File: config.mk
export PLATFORM = sky130hd
export DESIGN_NAME = apb_responder
export DESIGN_NICKNAME = d
export VERILOG_FILES = /design/src/rtl/apb_responder.sv
export SDC_FILE = /design/constraint.sdc
export NUM_CORES = 2
export LEC_CHECK = 0
export ABC_CLOCK_PERIOD_IN_PS = 49600
export CAP_MARGIN = 5
export CORE_MARGIN = 3
export CORE_UTILIZATION = 55
export DETAILED_ROUTE_END_ITERATION = 12
export PLACE_DENSITY = 0.68
export SLEW_MARGIN = 20
export SYNTH_ARGS = -nofsm -noshare
export SYNTH_HDL_FRONTEND = slang
export SYNTH_SLANG_ARGS = --single-unit
File: constraint.sdc
create_clock -name clk -period 49.6 [get_ports clk]
set_clock_uncertainty 0.05 [all_clocks]
set_input_delay 9.92 -clock clk [delete_from_list [all_inputs] [get_ports clk]]
set_output_delay 9.92 -clock clk [all_outputs]
set_load 0.05 [all_outputs]
File: src/rtl/apb_responder.sv
// apb_responder: APB completer backed by a DEPTH x 16-bit word memory.
// The completer decodes a word address against BASE_ADDR and inserts WAIT_STATES
// wait cycles. A miss completes with pslverr set and returns 16'h0000.
// Ports:
//   clk, reset             clock, asynchronous active-high reset
//   psel, penable, pwrite  APB control from the initiator
//   paddr, pwdata          16-bit word address and write data
//   prdata                 read data (registered), valid while pready = 1
//   pready, pslverr        completion and error, decoded from registered state
//   wr_strobe              registered one-cycle pulse after a memory write commits
//   busy                   high while a transfer is in its access phase
module apb_responder #(
  parameter int unsigned DEPTH       = 64,
  parameter logic [15:0] BASE_ADDR   = 16'h0000,
  parameter int unsigned WAIT_STATES = 1
) (
  input  logic        clk,
  input  logic        reset,
  input  logic        psel,
  input  logic        penable,
  input  logic        pwrite,
  input  logic [15:0] paddr,
  input  logic [15:0] pwdata,
  output logic [15:0] prdata,
  output logic        pready,
  output logic        pslverr,
  output logic        wr_strobe,
  output logic        busy
);

  localparam int unsigned AW = (DEPTH > 1) ? $clog2(DEPTH) : 1;
  localparam int unsigned CW = 4;

  localparam logic [0:0] ST_IDLE   = 1'b0;
  localparam logic [0:0] ST_ACCESS = 1'b1;

  logic [0:0]    state_q, state_d;
  logic [AW-1:0] idx_q, idx_d;
  logic          write_q, write_d;
  logic [15:0]   wdata_q, wdata_d;
  logic          hit_q, hit_d;
  logic [CW-1:0] cnt_q, cnt_d;
  logic [15:0]   prdata_q, prdata_d;
  logic          wr_strobe_q, wr_strobe_d;
  logic          mem_we_c;
  logic [15:0]   mem_q [DEPTH];

  logic [15:0]   offs_c;
  logic [AW-1:0] offs_idx_c;
  logic          offs_hit_c;
  logic          done_c;

  // Offset from the window base; addresses below BASE_ADDR wrap high and miss.
  assign offs_c     = paddr - BASE_ADDR;
  assign offs_idx_c = offs_c[AW-1:0];
  assign offs_hit_c = (offs_c >> AW) == 16'h0000;

  assign busy      = (state_q == ST_ACCESS);
  assign pready    = busy && (cnt_q == '0);
  assign pslverr   = pready & ~hit_q;
  assign prdata    = prdata_q;
  assign wr_strobe = wr_strobe_q;

  assign done_c = psel & penable & pready;

  // Next-state and datapath decode.
  always_comb begin
    state_d     = state_q;
    idx_d       = idx_q;
    write_d     = write_q;
    wdata_d     = wdata_q;
    hit_d       = hit_q;
    cnt_d       = cnt_q;
    prdata_d    = prdata_q;
    wr_strobe_d = 1'b0;
    mem_we_c    = 1'b0;
    case (state_q)
      ST_IDLE: begin
        // Only a genuine setup phase starts a transfer; a stray penable is ignored.
        if (psel && !penable) begin
          state_d  = ST_ACCESS;
          idx_d    = offs_idx_c;
          write_d  = pwrite;
          wdata_d  = pwdata;
          hit_d    = offs_hit_c;
          cnt_d    = CW'(WAIT_STATES);
          prdata_d = offs_hit_c ? mem_q[offs_idx_c] : 16'h0000;
        end
      end
      ST_ACCESS: begin
        if (!psel) begin
          state_d = ST_IDLE;
        end else if (done_c) begin
          state_d = ST_IDLE;
          if (write_q && hit_q) begin
            mem_we_c    = 1'b1;
            wr_strobe_d = 1'b1;
          end
        end else if (cnt_q != '0) begin
          cnt_d = cnt_q - CW'(1);
        end
      end
    endcase
  end

  // State, datapath and memory registers.
  always_ff @(posedge clk or posedge reset) begin
    if (reset) begin
      state_q     <= ST_IDLE;
      idx_q       <= '0;
      write_q     <= 1'b0;
      wdata_q     <= 16'h0000;
      hit_q       <= 1'b0;
      cnt_q       <= '0;
      prdata_q    <= 16'h0000;
      wr_strobe_q <= 1'b0;
      for (int unsigned i = 0; i < DEPTH; i++) begin
        mem_q[AW'(i)] <= 16'h0000;
      end
    end else begin
      state_q     <= state_d;
      idx_q       <= idx_d;
      write_q     <= write_d;
      wdata_q     <= wdata_d;
      hit_q       <= hit_d;
      cnt_q       <= cnt_d;
      prdata_q    <= prdata_d;
      wr_strobe_q <= wr_strobe_d;
      if (mem_we_c) begin
        mem_q[idx_q] <= wdata_q;
      end
    end
  end

endmodule

==> results.sh <==
# yosys + openroad results
export IMPL_post_cts_resized_instances=0
export IMPL_unrepaired_setup_endpoints_after_global_routing="no"
export IMPL_route_vias_total=28740
export IMPL_finalNetCount=3178
export IMPL_timing_max_cap_violations=0
export IMPL_powerClk_w=0.000911
export IMPL_clk_latency_ps=690
export IMPL_seq_share_pct=49.66
export IMPL_layout_cell_area_non_filler_mm2=0.05397
export IMPL_max_slew_worst_pin_slew_ps=1185
export IMPL_yosys_stat_seqShare_pct=55.37
export IMPL_die_width_um=302.5
export IMPL_layout_core_utilization_pct=62.01
export IMPL_yosysWarningCount=0
export IMPL_finalWorstPathRequiredPeriod_ps=14470
export IMPL_crit_path_frequent_cell="buf_4"
export IMPL_cts_root_buffer_cell="clkbuf_16"
export IMPL_place_area_mm2=0.04988
export IMPL_stage_log_warnings=30
export IMPL_power_frac_comb_pct=7.7
export IMPL_buffer_ports_inserted=56
export IMPL_tritoncts="done"
export IMPL_flip_flops_with_a_built_in_enable=0
export IMPL_cts_hold_buffers=0
export IMPL_drt_initial_drc_count=2489
export IMPL_drt_pass1_iter_count=5
export IMPL_status="completed"
export IMPL_area_leaders="dfrtp_1, mux2_2, mux4_2"
export IMPL_non_clock_inverter_count=10
export IMPL_pwr_group_combinational_w=0.000149
export IMPL_post_synth_top_area_fraction_pct=55.37
export IMPL_syn_mean_instance_area_um2=15.25
export IMPL_tritoncts_num_sinks=1070
export IMPL_final_clkbuf_count=165
export IMPL_p_seq_share_pct=45.6
export IMPL_p_seq_w=0.000889
export IMPL_layout_top_cells_excl_fill_tap="dfrtp_1, mux2_2, mux4_2"
export IMPL_power_switching_w=0.0004852
export IMPL_signal_buffer_area_fraction_pct=2.328
export IMPL_floorplan_nets=3209
flip-flops by register name, summed over array words and instances (netlist names):
signal and flops:
mem_q 1024, wr_strobe 1, wdata_q 16, cnt_q 4
write_q 1, busy 1, prdata 16, hit_q 1
idx_q 6
worst paths after layout:
kind / from / end / slack (ps) / cells after the start
min in group asynchronous: reset / wdata_q[15] / 9760 / 2
setup / recovery: paddr[0] / prdata[15] / 35130 / 10
max in group asynchronous: reset / mem_q[43] / 36730 / 5
setup reg to reg: cnt_q[0] / mem_q[152] / 45370 / 9
hold / removal: write_q / write_q / 440 / 2
hold reg to reg: write_q / write_q / 440 / 2
layer usage:
metal | routed length [µm] | up-vias | share of wire [%] | track usage, %
li1 | - | 11640 | - | -
met1 | 57290 | 15710 | 42 | 42.34
met2 | 64070 | 1080 | 46 | 47.27
met3 | 10010 | 314 | 7.3 | 6.748
met4 | 6456 | 0 | 4.7 | 13.00
met5 | 0 | - | 0 | 0
metrics by stage:
stage | std cells | setup slack (ps) | hold slack, ps
5_1_grt | 4391 | 34640 | 454.8
3_5_place_dp | 4181 | 34170 | 423.0
3_3_place_gp | 4181 | 34150 | 412.5
4_1_cts | 4391 | 34900 | 438.3
6_report | 4392 | 35130 | 440.2
2_1_floorplan | 3171 | 9509 | 396.3
logic make-up after synthesis:
group | after synthesis | share of synthesized area (%)
multiplexers | 1338 | 36.67
flip-flops | 1070 | 55.37
buffers and inverters | 302 | 2.613
AND/OR/NAND/NOR | 292 | 2.851
AND-OR/OR-AND | 168 | 2.476
adder cells (fa/ha/maj) | 1 | 0.02587
worst max-delay path: cells and delay by family:
kind	cells	cell delay, ps
muxes	2	870
and+or+nand+nor	1	120
buffers and inverters	5	3450
AOI/OAI and AO/OA	2	430
### Signal wires on met1

Drawn at 1 px/µm.
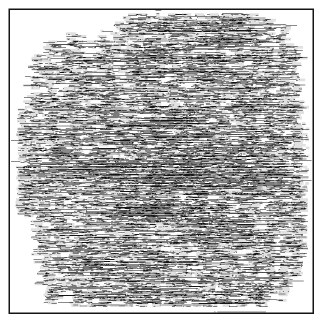
main direction: horizontal
nets with wire on the layer: 3,023
longest straight run: 126 µm
wire length on this layer: 57.3 mm
share of all routed wire: 42%

### Signal wires on met2

Drawn at 1.5 px/µm.
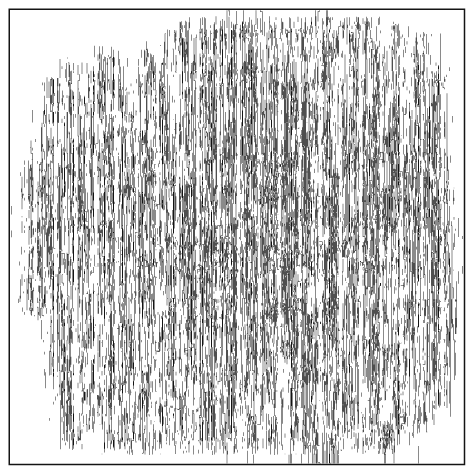
main direction: vertical
share of all routed wire: 46%
wire length on this layer: 64.1 mm

